<file path="src/rtl/wb_host_pkg.sv">
// Package: wb_host_pkg
// Shared definitions for the Wishbone host master: command op codes,
// response status codes, FSM state encoding and the field layout of the
// 34-bit command/response words.
package wb_host_pkg;

   localparam int WORD_W = 34;
   localparam int OP_HI  = 33;
   localparam int OP_LO  = 32;
   localparam int PAY_HI = 31;
   localparam int PAY_LO = 0;

   localparam logic [1:0] OP_READ    = 2'b00;
   localparam logic [1:0] OP_WR_ADDR = 2'b01;
   localparam logic [1:0] OP_WR_DATA = 2'b10;

   localparam logic [1:0] ST_RD_OK   = 2'b00;
   localparam logic [1:0] ST_WR_OK   = 2'b01;
   localparam logic [1:0] ST_BUS_ERR = 2'b10;
   localparam logic [1:0] ST_PROTO   = 2'b11;

   typedef enum logic [1:0] {
      S_IDLE  = 2'b00,
      S_WDATA = 2'b01,
      S_BUS   = 2'b10,
      S_RESP  = 2'b11
   } state_t;

   function automatic logic [WORD_W-1:0] pack_rsp(input logic [1:0] status,
                                                  input logic [31:0] data);
      return {status, data};
   endfunction

endpackage

</file>
<file path="src/rtl/wb_host_master_if.sv">
// Interface: wb_host_master_if
// Bundles the host command/response handshake and the Wishbone master
// signals of wb_host_master.
//   master modport : the bus master (drives cmd_busy, rsp_*, wb_*_o)
//   slave modport  : the host/slave side (drives cmd_*, wb_*_i)
interface wb_host_master_if;
   logic        cmd_stb;
   logic [33:0] cmd_word;
   logic        cmd_busy;
   logic        rsp_stb;
   logic [33:0] rsp_word;
   logic        wb_cyc_o;
   logic        wb_stb_o;
   logic        wb_we_o;
   logic [31:0] wb_adr_o;
   logic [31:0] wb_dat_o;
   logic [3:0]  wb_sel_o;
   logic [31:0] wb_dat_i;
   logic        wb_ack_i;
   logic        wb_err_i;

   modport master (
      input  cmd_stb, cmd_word, wb_dat_i, wb_ack_i, wb_err_i,
      output cmd_busy, rsp_stb, rsp_word,
             wb_cyc_o, wb_stb_o, wb_we_o, wb_adr_o, wb_dat_o, wb_sel_o
   );

   modport slave (
      output cmd_stb, cmd_word, wb_dat_i, wb_ack_i, wb_err_i,
      input  cmd_busy, rsp_stb, rsp_word,
             wb_cyc_o, wb_stb_o, wb_we_o, wb_adr_o, wb_dat_o, wb_sel_o
   );
endinterface

</file>
<file path="src/rtl/wb_timeout_ctr.sv">
// Module: wb_timeout_ctr
// Bus-cycle watchdog. Cleared by load, advances while en is high, and
// flags expired during the TIMEOUT_CYCLES-th enabled cycle.
// Ports: clk, reset (async active-low), load, en, expired.
module wb_timeout_ctr #(
   parameter int unsigned TIMEOUT_CYCLES = 256
) (
   input  logic clk,
   input  logic reset,
   input  logic load,
   input  logic en,
   output logic expired
);

   localparam int CW = $clog2(TIMEOUT_CYCLES + 1);

   logic [CW-1:0] cnt;

   always_ff @(posedge clk or negedge reset) begin
      if (!reset)
         cnt <= '0;
      else if (load)
         cnt <= '0;
      else if (en)
         cnt <= cnt + 1'b1;
   end

   assign expired = en && (cnt == CW'(TIMEOUT_CYCLES - 1));

endmodule

</file>
<file path="src/rtl/wb_host_master.sv">
// Module: wb_host_master
// Classic single-transfer Wishbone master for the core's memory port.
// Accepts 34-bit commands (READ, WR_ADDR + WR_DATA), runs one bus transfer
// per READ / write pair and returns a one-cycle 34-bit response pulse.
// Ports: clk, reset (async active-low), bus (wb_host_master_if.master:
//   cmd_stb/cmd_word/cmd_busy, rsp_stb/rsp_word, wb_* master signals).
// Build option: define WB_TIMEOUT_EN to abort a transfer that sees no
//   ack/err within TIMEOUT_CYCLES bus cycles (response status 11).
module wb_host_master
   import wb_host_pkg::*;
#(
   parameter int unsigned TIMEOUT_CYCLES = 256,
   parameter logic [3:0]  SEL_DEFAULT    = 4'hF
) (
   input  logic             clk,
   input  logic             reset,
   wb_host_master_if.master bus
);

   state_t             state, state_n;
   logic [1:0]         op;
   logic [31:0]        payload;
   logic [31:0]        adr_q, dat_q;
   logic               we_q;
   logic [WORD_W-1:0]  rsp_q, rsp_n;
   logic               ld_rd, ld_wa, ld_wd, rsp_ld;
   logic               timeout_hit;
   logic               tmo_load, tmo_en;

   assign op      = bus.cmd_word[OP_HI:OP_LO];
   assign payload = bus.cmd_word[PAY_HI:PAY_LO];

   always_ff @(posedge clk or negedge reset) begin
      if (!reset) begin
         state <= S_IDLE;
         adr_q <= '0;
         dat_q <= '0;
         we_q  <= 1'b0;
         rsp_q <= '0;
      end else begin
         state <= state_n;
         if (ld_rd || ld_wa) adr_q <= payload;
         if (ld_rd)          we_q  <= 1'b0;
         if (ld_wd) begin
            dat_q <= payload;
            we_q  <= 1'b1;
         end
         if (rsp_ld)         rsp_q <= rsp_n;
      end
   end

   always_comb begin
      state_n = state;
      ld_rd   = 1'b0;
      ld_wa   = 1'b0;
      ld_wd   = 1'b0;
      rsp_ld  = 1'b0;
      rsp_n   = '0;
      case (state)
         S_IDLE: if (bus.cmd_stb) begin
            if (op == OP_READ) begin
               ld_rd   = 1'b1;
               state_n = S_BUS;
            end else if (op == OP_WR_ADDR) begin
               ld_wa   = 1'b1;
               state_n = S_WDATA;
            end else begin
               rsp_ld  = 1'b1;
               rsp_n   = pack_rsp(ST_PROTO, 32'h0);
               state_n = S_RESP;
            end
         end
         S_WDATA: if (bus.cmd_stb) begin
            if (op == OP_WR_DATA) begin
               ld_wd   = 1'b1;
               state_n = S_BUS;
            end else begin
               rsp_ld  = 1'b1;
               rsp_n   = pack_rsp(ST_PROTO, 32'h0);
               state_n = S_RESP;
            end
         end
         S_BUS: begin
            // err has priority over a simultaneous ack; a completed transfer
            // has priority over a timeout expiring in the same cycle.
            if (bus.wb_err_i) begin
               rsp_ld  = 1'b1;
               rsp_n   = pack_rsp(ST_BUS_ERR, 32'h0);
               state_n = S_RESP;
            end else if (bus.wb_ack_i) begin
               rsp_ld  = 1'b1;
               rsp_n   = we_q ? pack_rsp(ST_WR_OK, 32'h0)
                              : pack_rsp(ST_RD_OK, bus.wb_dat_i);
               state_n = S_RESP;
            end else if (timeout_hit) begin
               rsp_ld  = 1'b1;
               rsp_n   = pack_rsp(ST_PROTO, 32'h0);
               state_n = S_RESP;
            end
         end
         S_RESP:  state_n = S_IDLE;
         default: state_n = S_IDLE;
      endcase
   end

   assign tmo_load = ld_rd || ld_wd;
   assign tmo_en   = (state == S_BUS);

`ifdef WB_TIMEOUT_EN
   wb_timeout_ctr #(
      .TIMEOUT_CYCLES(TIMEOUT_CYCLES)
   ) u_timeout (
      .clk     (clk),
      .reset   (reset),
      .load    (tmo_load),
      .en      (tmo_en),
      .expired (timeout_hit)
   );
`else
   logic unused_tmo;
   assign unused_tmo  = ^{TIMEOUT_CYCLES, tmo_load, tmo_en};
   assign timeout_hit = 1'b0;
`endif

   // Bus strobes and busy are decoded from state alone, so an async reset
   // (state -> IDLE) drops them immediately.
   assign bus.cmd_busy = (state == S_BUS) || (state == S_RESP);
   assign bus.rsp_stb  = (state == S_RESP);
   assign bus.rsp_word = rsp_q;
   assign bus.wb_cyc_o = (state == S_BUS);
   assign bus.wb_stb_o = (state == S_BUS);
   assign bus.wb_we_o  = we_q;
   assign bus.wb_adr_o = adr_q;
   assign bus.wb_dat_o = dat_q;
   assign bus.wb_sel_o = (state == S_BUS) ? SEL_DEFAULT : 4'h0;

endmodule

</file>
<file path="src/flat_wrapper.sv">
// flat-port wrapper written by rule: the top's interface ports become plain ports
module wb_host_master_flat import wb_host_pkg::*;
#(
   parameter int unsigned TIMEOUT_CYCLES = 256,
   parameter logic [3:0]  SEL_DEFAULT    = 4'hF
)
  (clk, reset, bus_cmd_stb, bus_cmd_word, bus_wb_dat_i, bus_wb_ack_i, bus_wb_err_i, bus_cmd_busy, bus_rsp_stb, bus_rsp_word, bus_wb_cyc_o, bus_wb_stb_o, bus_wb_we_o, bus_wb_adr_o, bus_wb_dat_o, bus_wb_sel_o);
  wb_host_master_if bus_i ();
  input  logic clk;
  input  logic reset;
  input wire logic [$bits(bus_i.cmd_stb)-1:0] bus_cmd_stb;
  input wire logic [$bits(bus_i.cmd_word)-1:0] bus_cmd_word;
  input wire logic [$bits(bus_i.wb_dat_i)-1:0] bus_wb_dat_i;
  input wire logic [$bits(bus_i.wb_ack_i)-1:0] bus_wb_ack_i;
  input wire logic [$bits(bus_i.wb_err_i)-1:0] bus_wb_err_i;
  output wire logic [$bits(bus_i.cmd_busy)-1:0] bus_cmd_busy;
  output wire logic [$bits(bus_i.rsp_stb)-1:0] bus_rsp_stb;
  output wire logic [$bits(bus_i.rsp_word)-1:0] bus_rsp_word;
  output wire logic [$bits(bus_i.wb_cyc_o)-1:0] bus_wb_cyc_o;
  output wire logic [$bits(bus_i.wb_stb_o)-1:0] bus_wb_stb_o;
  output wire logic [$bits(bus_i.wb_we_o)-1:0] bus_wb_we_o;
  output wire logic [$bits(bus_i.wb_adr_o)-1:0] bus_wb_adr_o;
  output wire logic [$bits(bus_i.wb_dat_o)-1:0] bus_wb_dat_o;
  output wire logic [$bits(bus_i.wb_sel_o)-1:0] bus_wb_sel_o;
  assign bus_i.cmd_stb = bus_cmd_stb;
  assign bus_i.cmd_word = bus_cmd_word;
  assign bus_i.wb_dat_i = bus_wb_dat_i;
  assign bus_i.wb_ack_i = bus_wb_ack_i;
  assign bus_i.wb_err_i = bus_wb_err_i;
  assign bus_cmd_busy = bus_i.cmd_busy;
  assign bus_rsp_stb = bus_i.rsp_stb;
  assign bus_rsp_word = bus_i.rsp_word;
  assign bus_wb_cyc_o = bus_i.wb_cyc_o;
  assign bus_wb_stb_o = bus_i.wb_stb_o;
  assign bus_wb_we_o = bus_i.wb_we_o;
  assign bus_wb_adr_o = bus_i.wb_adr_o;
  assign bus_wb_dat_o = bus_i.wb_dat_o;
  assign bus_wb_sel_o = bus_i.wb_sel_o;
  wb_host_master #(.TIMEOUT_CYCLES(TIMEOUT_CYCLES), .SEL_DEFAULT(SEL_DEFAULT)) u_core (.clk(clk), .reset(reset), .bus(bus_i));
endmodule
</file>
<file path="config.mk">
export PLATFORM = sky130hd
export DESIGN_NAME = wb_host_master_flat
export DESIGN_NICKNAME = d
export VERILOG_FILES = /design/src/rtl/wb_host_pkg.sv /design/src/rtl/wb_host_master_if.sv /design/src/rtl/wb_timeout_ctr.sv /design/src/rtl/wb_host_master.sv /design/src/flat_wrapper.sv
export SDC_FILE = /design/constraint.sdc
export NUM_CORES = 1
export LEC_CHECK = 0
export CORE_MARGIN = 2
export CORE_UTILIZATION = 46
export CTS_CLUSTER_SIZE = 40
export DETAILED_ROUTE_END_ITERATION = 10
export PLACE_DENSITY_LB_ADDON = 0.2
export SYNTH_ARGS = -nofsm -noshare
export SYNTH_HDL_FRONTEND = slang
export SYNTH_SLANG_ARGS = --single-unit
</file>
<file path="constraint.sdc">
create_clock -name clk -period 4.9 [get_ports clk]
set_input_delay 0.98 -clock clk [delete_from_list [all_inputs] [get_ports clk]]
set_output_delay 0.98 -clock clk [all_outputs]
set_load 0.005 [all_outputs]
</file>
==> out/results.txt <==
Dpl ws - 1.73 ns
Slowest CP cell - clkdlybuf4s50_1
Setup Skew - 0.0138 ns
Largest logic family - multiplexers
Synth top cells by count - dfrtp_1, mux2_2, inv_1, nand2_1, mux2i_1
Mapped Cells - 320
Crit path launch type - flip-flop
WL met1 - 4140 µm
Crit path DAT - 2.03 ns
Initial drt markers - 108
CLK BUF - 10
Flop Count - 101
Worst reg2reg path startpoint - u_core.state[0]
Share of layout cells above drive strength 1 - 18.3%
Well Taps - 111
Leading cell kind - sequential cells
Worst Hold Path EP - u_core.bus.rsp_word[15]
Status - complete, no violations
Highest routed layer - met4
Global-route wire length before repair - 14900 µm
Met3 Use GR - 7.17%
Final instance area - 6230 µm²
IO Count - 178
Fillers - 693
Post-Layout Cell Count - 607
Total Routed Length - 9470 µm
FF-to-FF path depth - 6
Largest stage delay on the critical path - 0.44 ns
NetSw - 904 µW
CTS Buf Count - 9
Sequential standard cell area - 2530 µm²
CTS tree - built
GPL Wtd Cong - 0.795
XOR Share, Synth - 0%
Clock latency on the worst-skew pair - 0.36 ns
Synth area leaders - dfrtp_1, mux2_2, mux2i_1
CP bufs+invs - 2
Top-count cell post-synth - dfrtp_1
Final worst slack - 1.89 ns
Count of library flops with an enable pin - 0
Post-route setup TNS - 0 ns
Antenna fix cells - 0
Crit path time final - 3.01 ns
Avg Inst Size Synth - 13.3 µm²
Internal power - 2.28 mW
Logic pwr share - 43.2%
### Metal 3

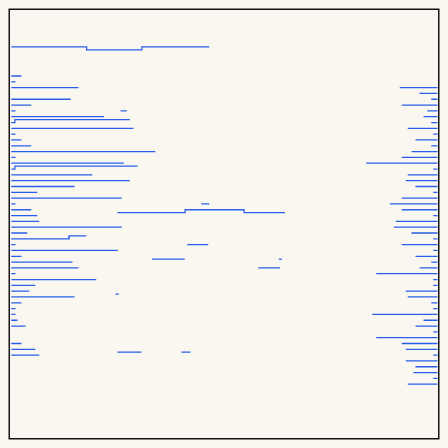
The layer holds 9.3% of the routed length. The wires run mostly horizontal. The longest straight run is 33.4 µm. 103 nets have wire on it.

### Where the registers sit

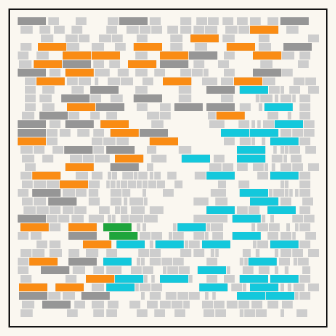
Key: orange = `u_core.bus.wb_dat_o` [sequential cells 32, where spread over the die]; cyan = `u_core.bus.rsp_word` [sequential cells 34]; green = `u_core.state` [sequential cells 2]
Another 33 sequential cells are not coloured.

### Pin placement

Pins as bars across the die edge, other pins in grey.
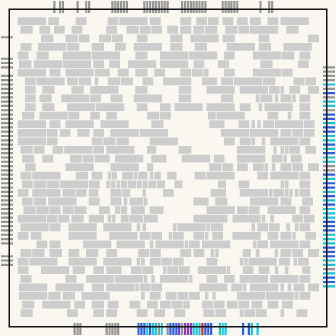
Key: blue = `bus_wb_dat_i` [pins 32, direction input, edge 20 right, 12 bottom]; red = `bus_cmd_busy` [pins 1, direction output, edge bottom]; cyan = `bus_rsp_word` [pins 34, direction output, edge 22 right, 12 bottom]; purple = `bus_wb_sel_o` [pins 4, direction output, edge bottom]
All pins by edge: 52 right, 47 left, 40 bottom, 39 top.

### Routing congestion map

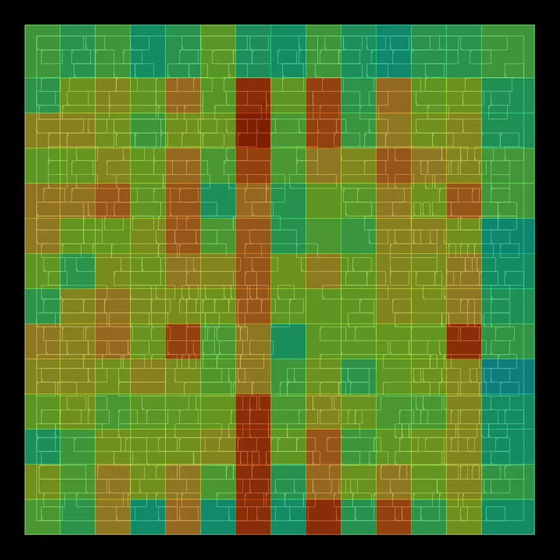
total global-route track usage: 19.3%
M1 GR Usage: 25.0%
Top Usage Layer GRT: met2

### Routed metal, one colour a layer

Only two layers are drawn.
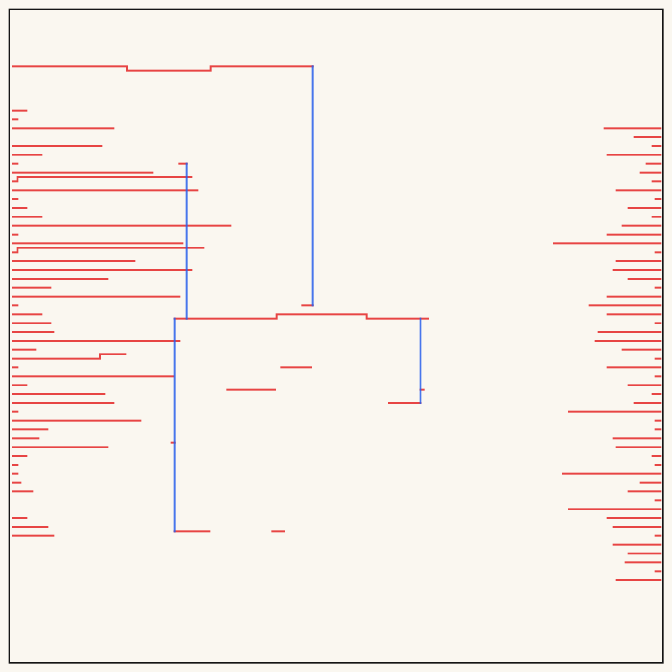
Key: blue = met4 [wire length 106 µm]; red = met3 [wire length 876 µm]

Power is estimated from default activity; no workload was simulated.
